## src/rtl/rs_station_param.sv

```systemverilog
// ---------------------------------------------------------------------------
// rs_station_param
//
// Parametrised reservation station for ALU/branch ops. Dispatched ops wait
// here until both source operands carry tag 0 ("value present"). Operands are
// woken by results broadcast on NUM_CDB common data buses. One ready op per
// cycle is handed to the ALU through a registered valid/ready output stage.
// A ROB flush (mispredict) empties the station.
//
// Build option:
//   RS_OLDEST_FIRST_EN  defined   -> issue picks the oldest ready entry
//                                    (per-entry age counters are built)
//                       undefined -> issue picks the lowest-index ready entry
//
// Ports:
//   clk, rst (sync, active-low), rdy (global enable), flush (ROB mispredict)
//   in_*          dispatch payload, qualified by in_flag
//   cdb_*         packed broadcast channels, channel k at slice k
//   exe_ready     ALU accepts the presented op
//   exe_*         presented op, qualified by exe_flag
//   free_cnt      registered count of free entries
//   rs_nex_ava    at least one entry will be free next cycle
// ---------------------------------------------------------------------------
module rs_station_param #(
    parameter int RS_DEPTH = 8,
    parameter int ROB_BW   = 4,
    parameter int NUM_CDB  = 2,
    parameter int CODE_W   = 6,
    localparam int RS_BW   = $clog2(RS_DEPTH),
    localparam int CNT_W   = RS_BW + 1
) (
    input  logic                      clk,
    input  logic                      rst,
    input  logic                      rdy,
    input  logic                      flush,
    input  logic                      in_flag,
    input  logic [31:0]               in_V1,
    input  logic [31:0]               in_V2,
    input  logic [ROB_BW-1:0]         in_Q1,
    input  logic [ROB_BW-1:0]         in_Q2,
    input  logic [31:0]               in_A,
    input  logic [CODE_W-1:0]         in_code,
    input  logic [ROB_BW-1:0]         in_rob_id,
    input  logic [31:0]               in_pc,
    input  logic [NUM_CDB-1:0]        cdb_flag,
    input  logic [NUM_CDB*ROB_BW-1:0] cdb_rob_id,
    input  logic [NUM_CDB*32-1:0]     cdb_val,
    input  logic                      exe_ready,
    output logic                      exe_flag,
    output logic [31:0]               exe_V1,
    output logic [31:0]               exe_V2,
    output logic [31:0]               exe_A,
    output logic [31:0]               exe_pc,
    output logic [CODE_W-1:0]         exe_code,
    output logic [ROB_BW-1:0]         exe_rob_id,
    output logic [CNT_W-1:0]          free_cnt,
    output logic                      rs_nex_ava
);

    // Entry storage
    logic [RS_DEPTH-1:0] busy_q, busy_d;
    logic [ROB_BW-1:0]   q1_q   [RS_DEPTH];
    logic [ROB_BW-1:0]   q1_d   [RS_DEPTH];
    logic [ROB_BW-1:0]   q2_q   [RS_DEPTH];
    logic [ROB_BW-1:0]   q2_d   [RS_DEPTH];
    logic [31:0]         v1_q   [RS_DEPTH];
    logic [31:0]         v1_d   [RS_DEPTH];
    logic [31:0]         v2_q   [RS_DEPTH];
    logic [31:0]         v2_d   [RS_DEPTH];
    logic [31:0]         a_q    [RS_DEPTH];
    logic [31:0]         a_d    [RS_DEPTH];
    logic [31:0]         pc_q   [RS_DEPTH];
    logic [31:0]         pc_d   [RS_DEPTH];
    logic [CODE_W-1:0]   code_q [RS_DEPTH];
    logic [CODE_W-1:0]   code_d [RS_DEPTH];
    logic [ROB_BW-1:0]   rob_q  [RS_DEPTH];
    logic [ROB_BW-1:0]   rob_d  [RS_DEPTH];
`ifdef RS_OLDEST_FIRST_EN
    logic [RS_BW-1:0]    age_q  [RS_DEPTH];
    logic [RS_BW-1:0]    age_d  [RS_DEPTH];
    logic                sel_found;
    logic [RS_BW-1:0]    best_age;
`endif

    // Output stage
    logic                exe_flag_q, exe_flag_d;
    logic [31:0]         exe_v1_q, exe_v1_d;
    logic [31:0]         exe_v2_q, exe_v2_d;
    logic [31:0]         exe_a_q, exe_a_d;
    logic [31:0]         exe_pc_q, exe_pc_d;
    logic [CODE_W-1:0]   exe_code_q, exe_code_d;
    logic [ROB_BW-1:0]   exe_rob_q, exe_rob_d;
    logic [CNT_W-1:0]    free_cnt_q, free_cnt_d;

    // Wakeup / selection helpers
    logic [32:0]         wake1 [RS_DEPTH];   // {hit, value}
    logic [32:0]         wake2 [RS_DEPTH];
    logic [32:0]         cap1, cap2;
    logic [RS_DEPTH-1:0] ready_vec;
    logic                any_ready;
    logic                issue_fire;
    logic [RS_BW-1:0]    sel_idx;
    logic [RS_BW-1:0]    disp_idx;

    // Search all broadcast channels for a tag. Scanning from the top down
    // lets the lowest-numbered matching channel overwrite the result last.
    // Tag 0 means "already has its value" and never matches.
    function automatic logic [32:0] cdb_lookup(
        input logic [ROB_BW-1:0]         tag,
        input logic [NUM_CDB-1:0]        flags,
        input logic [NUM_CDB*ROB_BW-1:0] ids,
        input logic [NUM_CDB*32-1:0]     vals
    );
        logic [32:0] res;
        res = '0;
        for (int k = NUM_CDB - 1; k >= 0; k--) begin
            if (tag != '0 && flags[k] && ids[k*ROB_BW +: ROB_BW] == tag) begin
                res = {1'b1, vals[k*32 +: 32]};
            end
        end
        return res;
    endfunction

    generate
        for (genvar gi = 0; gi < RS_DEPTH; gi++) begin : g_entry
            assign wake1[gi]     = cdb_lookup(q1_q[gi], cdb_flag, cdb_rob_id, cdb_val);
            assign wake2[gi]     = cdb_lookup(q2_q[gi], cdb_flag, cdb_rob_id, cdb_val);
            assign ready_vec[gi] = busy_q[gi] && (q1_q[gi] == '0) && (q2_q[gi] == '0);
        end
    endgenerate

    // Same-cycle capture for the op being dispatched, so a result broadcast
    // in the dispatch cycle is not missed.
    assign cap1 = cdb_lookup(in_Q1, cdb_flag, cdb_rob_id, cdb_val);
    assign cap2 = cdb_lookup(in_Q2, cdb_flag, cdb_rob_id, cdb_val);

    always_comb begin : sel_logic
        any_ready = |ready_vec;
        sel_idx   = '0;
        disp_idx  = '0;
`ifdef RS_OLDEST_FIRST_EN
        // Ages of live entries are distinct, so strict '>' gives a unique pick.
        sel_found = 1'b0;
        best_age  = '0;
        for (int i = 0; i < RS_DEPTH; i++) begin
            if (ready_vec[i] && (!sel_found || age_q[i] > best_age)) begin
                sel_found = 1'b1;
                best_age  = age_q[i];
                sel_idx   = RS_BW'(i);
            end
        end
`else
        for (int i = RS_DEPTH - 1; i >= 0; i--) begin
            if (ready_vec[i]) begin
                sel_idx = RS_BW'(i);
            end
        end
`endif
        // Dispatch uses registered busy bits: a slot freed by this cycle's
        // issue only becomes reusable next cycle.
        for (int i = RS_DEPTH - 1; i >= 0; i--) begin
            if (!busy_q[i]) begin
                disp_idx = RS_BW'(i);
            end
        end
    end

    assign issue_fire = any_ready && (!exe_flag_q || exe_ready);

    always_comb begin : next_state
        busy_d     = busy_q;
        free_cnt_d = free_cnt_q;
        exe_flag_d = exe_flag_q;
        exe_v1_d   = exe_v1_q;
        exe_v2_d   = exe_v2_q;
        exe_a_d    = exe_a_q;
        exe_pc_d   = exe_pc_q;
        exe_code_d = exe_code_q;
        exe_rob_d  = exe_rob_q;
        for (int i = 0; i < RS_DEPTH; i++) begin
            q1_d[i]   = q1_q[i];
            q2_d[i]   = q2_q[i];
            v1_d[i]   = v1_q[i];
            v2_d[i]   = v2_q[i];
            a_d[i]    = a_q[i];
            pc_d[i]   = pc_q[i];
            code_d[i] = code_q[i];
            rob_d[i]  = rob_q[i];
`ifdef RS_OLDEST_FIRST_EN
            age_d[i]  = age_q[i];
`endif
        end

        if (rdy) begin
            if (flush) begin
                busy_d     = '0;
                exe_flag_d = 1'b0;
                free_cnt_d = CNT_W'(RS_DEPTH);
            end else begin
                for (int i = 0; i < RS_DEPTH; i++) begin
                    if (busy_q[i] && wake1[i][32]) begin
                        v1_d[i] = wake1[i][31:0];
                        q1_d[i] = '0;
                    end
                    if (busy_q[i] && wake2[i][32]) begin
                        v2_d[i] = wake2[i][31:0];
                        q2_d[i] = '0;
                    end
`ifdef RS_OLDEST_FIRST_EN
                    if (in_flag && busy_q[i]) begin
                        age_d[i] = age_q[i] + RS_BW'(1);
                    end
`endif
                end

                if (issue_fire) begin
                    busy_d[sel_idx] = 1'b0;
                    exe_flag_d      = 1'b1;
                    exe_v1_d        = v1_q[sel_idx];
                    exe_v2_d        = v2_q[sel_idx];
                    exe_a_d         = a_q[sel_idx];
                    exe_pc_d        = pc_q[sel_idx];
                    exe_code_d      = code_q[sel_idx];
                    exe_rob_d       = rob_q[sel_idx];
                end else if (exe_ready) begin
                    exe_flag_d = 1'b0;
                end

                if (in_flag) begin
                    busy_d[disp_idx] = 1'b1;
                    q1_d[disp_idx]   = cap1[32] ? '0 : in_Q1;
                    v1_d[disp_idx]   = cap1[32] ? cap1[31:0] : in_V1;
                    q2_d[disp_idx]   = cap2[32] ? '0 : in_Q2;
                    v2_d[disp_idx]   = cap2[32] ? cap2[31:0] : in_V2;
                    a_d[disp_idx]    = in_A;
                    pc_d[disp_idx]   = in_pc;
                    code_d[disp_idx] = in_code;
                    rob_d[disp_idx]  = in_rob_id;
`ifdef RS_OLDEST_FIRST_EN
                    age_d[disp_idx]  = '0;
`endif
                end

                free_cnt_d = free_cnt_q - CNT_W'(in_flag) + CNT_W'(issue_fire);
            end
        end
    end

    always_ff @(posedge clk) begin
        if (!rst) begin
            busy_q     <= '0;
            exe_flag_q <= 1'b0;
            exe_v1_q   <= '0;
            exe_v2_q   <= '0;
            exe_a_q    <= '0;
            exe_pc_q   <= '0;
            exe_code_q <= '0;
            exe_rob_q  <= '0;
            free_cnt_q <= CNT_W'(RS_DEPTH);
        end else begin
            busy_q     <= busy_d;
            exe_flag_q <= exe_flag_d;
            exe_v1_q   <= exe_v1_d;
            exe_v2_q   <= exe_v2_d;
            exe_a_q    <= exe_a_d;
            exe_pc_q   <= exe_pc_d;
            exe_code_q <= exe_code_d;
            exe_rob_q  <= exe_rob_d;
            free_cnt_q <= free_cnt_d;
        end
    end

    // Entry payload needs no reset: it is only observed while busy.
    always_ff @(posedge clk) begin
        for (int i = 0; i < RS_DEPTH; i++) begin
            q1_q[i]   <= q1_d[i];
            q2_q[i]   <= q2_d[i];
            v1_q[i]   <= v1_d[i];
            v2_q[i]   <= v2_d[i];
            a_q[i]    <= a_d[i];
            pc_q[i]   <= pc_d[i];
            code_q[i] <= code_d[i];
            rob_q[i]  <= rob_d[i];
`ifdef RS_OLDEST_FIRST_EN
            age_q[i]  <= age_d[i];
`endif
        end
    end

    // Dispatching into a full station is a caller protocol violation.
    always_ff @(posedge clk) begin
        if (rst && rdy && !flush && in_flag) begin
            assert (free_cnt_q != '0);
        end
    end

    assign exe_flag   = exe_flag_q;
    assign exe_V1     = exe_v1_q;
    assign exe_V2     = exe_v2_q;
    assign exe_A      = exe_a_q;
    assign exe_pc     = exe_pc_q;
    assign exe_code   = exe_code_q;
    assign exe_rob_id = exe_rob_q;
    assign free_cnt   = free_cnt_q;
    assign rs_nex_ava = (free_cnt_d != '0);

endmodule

```

## config.mk

```make
export PLATFORM = sky130hd
export DESIGN_NAME = rs_station_param
export DESIGN_NICKNAME = d
export VERILOG_FILES = /design/src/rtl/rs_station_param.sv
export SDC_FILE = /design/constraint.sdc
export NUM_CORES = 2
export LEC_CHECK = 0
export CORE_ASPECT_RATIO = 1.75
export CORE_MARGIN = 2
export CORE_UTILIZATION = 55
export DETAILED_ROUTE_END_ITERATION = 6
export DONT_BUFFER_PORTS = 1
export GPL_ROUTABILITY_DRIVEN = 0
export PLACE_DENSITY = 0.7
export RECOVER_POWER = 25
export SETUP_SLACK_MARGIN = 0.5
export SLEW_MARGIN = 40
export SYNTH_ARGS = -nofsm -noshare
export SYNTH_HDL_FRONTEND = slang
export SYNTH_SLANG_ARGS = --single-unit
```

## constraint.sdc

```tcl
create_clock -name clk -period 16.4 [get_ports clk]
set_clock_uncertainty 0.2 [all_clocks]
set_input_delay 1.64 -clock clk [delete_from_list [all_inputs] [get_ports clk]]
set_output_delay 1.64 -clock clk [all_outputs]
set_load 0.01 [all_outputs]
```

==> run summary <==
run results: max-slew violations=~140, f_max=approximately 95 MHz, Yosys Chip Area=approximately 0.068 mm^2, Die Size=about 0.13 mm^2, failing checks=design-rule violations, max-capacitance violations, max-slew violations, Crit Path Class=input port to flop, clock latency on the worst-skew pair=a little under 0.8 ns, Post-synth seq share=0.558, TNS Setup=0 ns, die span in x=~270 um, Hold Path Sink=exe_A[7], Max-Cap Viols=1, status=finished with violations, fill count=just over 10000, DRT Pass-1 Iters=7, number of I/O port buffers=0, hold path depth=1, total number of yosys warnings=0, Post-Syn Instances=6573, DRC=8, distinct lib cells=a little over 70, Tmin final=10.53 ns
[worst max-delay path: stages]
cell and delay (ns):
nand2b_1 0.59, clkinvlp_2 5.24, buf_4 2.18, buf_12 0.42, buf_16 0.32
[final cells by class]
cell class | count | area (um^2) | share of cell area
sequential | 1319 | 38100 | 0.520
multi-input combinational | 4547 | 27600 | 0.377
clock buffer | 168 | 3370 | 0.0459
tap | 1643 | 2060 | 0.0280
timing repair buffer | 126 | 1390 | 0.0190
clock inverter | 57 | 704 | 0.00961
inverter | 14 | 53.8 | 0.000734
antenna | 10 | 25.0 | 0.000341
[per-stage QoR]
step                      hold slack [ns]  cells  power, mW
after global placement              0.327   7634       4.16
after detailed placement            0.331   7644       4.18
after floorplan                     0.304   6573       4.15
after global routing                0.365   7879       7.24
after CTS                           0.346   7869       7.07
final                               0.340   7884       7.09
[worst max-delay path by stage]
stage / end / slack [ns] / cells past startpoint
floorplan: busy_q[1] / 1.54 / 6
global placement: rs_nex_ava / 10.65 / 13
detailed placement: rs_nex_ava / 10.66 / 15
CTS: rs_nex_ava / 9.85 / 15
global route: v2_q[6][13] / 5.62 / 5
finish: v2_q[2][15] / 5.87 / 5
[synthesized netlist by cell type (5+ instances only)]
master,count,area share
nand4_1,30,0.0028
buf_1,37,0.0020
a211o_1,58,0.0074
a32oi_1,74,0.0095
xor2_1,75,0.0096
and3_1,37,0.0034
o21ai_1,80,0.0059
nor4_4,8,0.0025
a222oi_1,75,0.011
buf_6,5,0.00083
edfxtp_1,1168,0.51
clkbuf_1,403,0.022
nand3_1,298,0.022
nor2b_1,8,0.00073
a211oi_1,75,0.0083
nor4_1,28,0.0026
a22o_1,15,0.0019
inv_1,14,0.00077
a32o_1,98,0.014
o21ai_0,525,0.039
nand2b_1,5,0.00046
xnor2_1,56,0.0072
nor2_1,619,0.034
nor3_1,45,0.0033
a21oi_1,663,0.049
and2_1,6,0.00055
a221oi_1,21,0.0027
nand2_1,828,0.046
dfxtp_1,151,0.044
buf_2,228,0.017
or3_1,10,0.00092
nor4_2,5,0.00092
a22oi_1,73,0.0080
o211ai_1,55,0.0061
a31oi_1,7,0.00064
buf_4,20,0.0022
mux2i_1,610,0.089
[flip-flops by register name, indices dropped and copies added (netlist names), 32 cells and up]
register,flops
code_q,48
q1_q,32
exe_pc,32
exe_V1,32
q2_q,32
exe_A,32
pc_q,256
exe_V2,32
a_q,256
v2_q,256
v1_q,256
rob_q,32
[metal layers]
metal	wire length (um)	vias to the layer above
met2	113000	4228
met3	34800	1071
met1	82100	26500
met5	90	-
met4	20600	14
li1	-	23500
[where the power goes]
part	total [mW]	internal, mW	switching (mW)
combinational	0.348	0.124	0.224
clock	2.97	1.65	1.31
sequential	3.78	3.73	0.0414
total	7.09	5.51	1.58
[cell families after synthesis]
logic type                 Yosys count  share of synthesized area
and+or+nand+nor                   1948                      0.122
AOI/OAI and AO/OA                 1853                      0.167
DFF                               1319                      0.558
buffers and inverters              707                     0.0447
muxes                              610                     0.0895
xor gates and xnor gates           131                     0.0168
adders and majority gates            5                    0.00103
layer_met1.png
Scale bar: 100 um. Supply wires on this layer in gray.
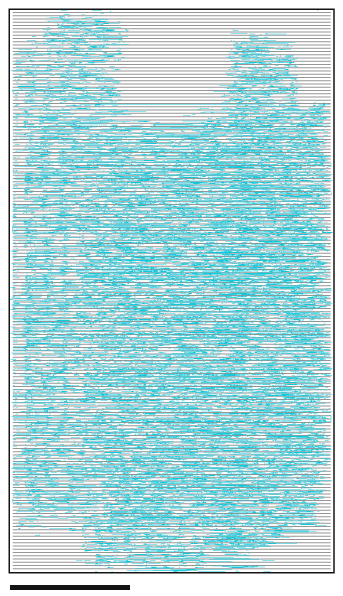
longest straight run: 110 um
wire length on this layer: 82.1 mm
nets with wire on the layer: 5952
main direction: horizontal

layer_met2.png
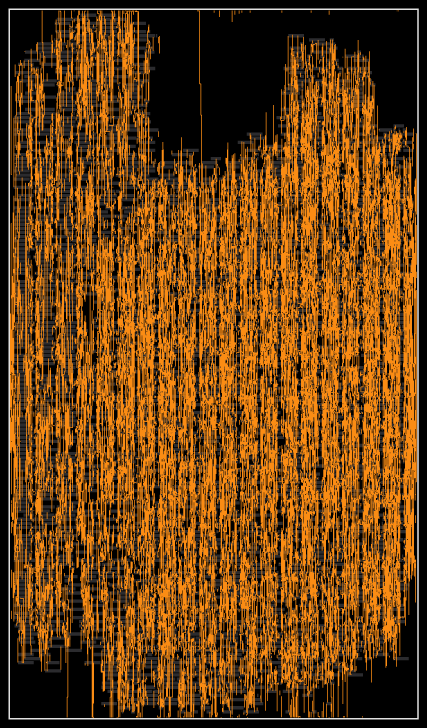
share of all routed wire: 45%
wire length on this layer: 113 mm
main direction: vertical
M2 GR Usage: 0.599
vias: 55300
final WL: 250000 um

layer_met3.png
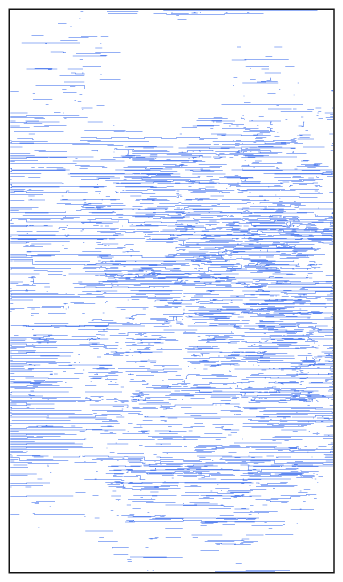
longest straight run: 141 um
nets with wire on the layer: 727
wire length on this layer: 34.8 mm
grt met3 use: 0.124

layer_met4.png
Supply wires on this layer in gray.
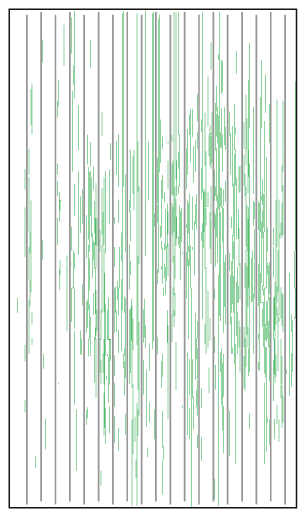
wire length on this layer: 20.6 mm
main direction: vertical
longest straight run: 318 um
nets with wire on the layer: 194

congestion.png
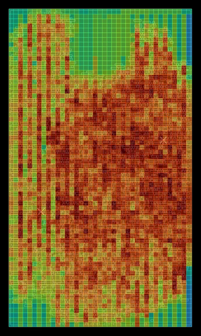
WL/cell: 31.8 um
Total Routing Usage GR: 0.384
GRT met1 Usage: 0.441
Top Usage Layer GRT: met2
Finished Core Util: 0.593

Power is estimated from default activity; no workload was simulated.
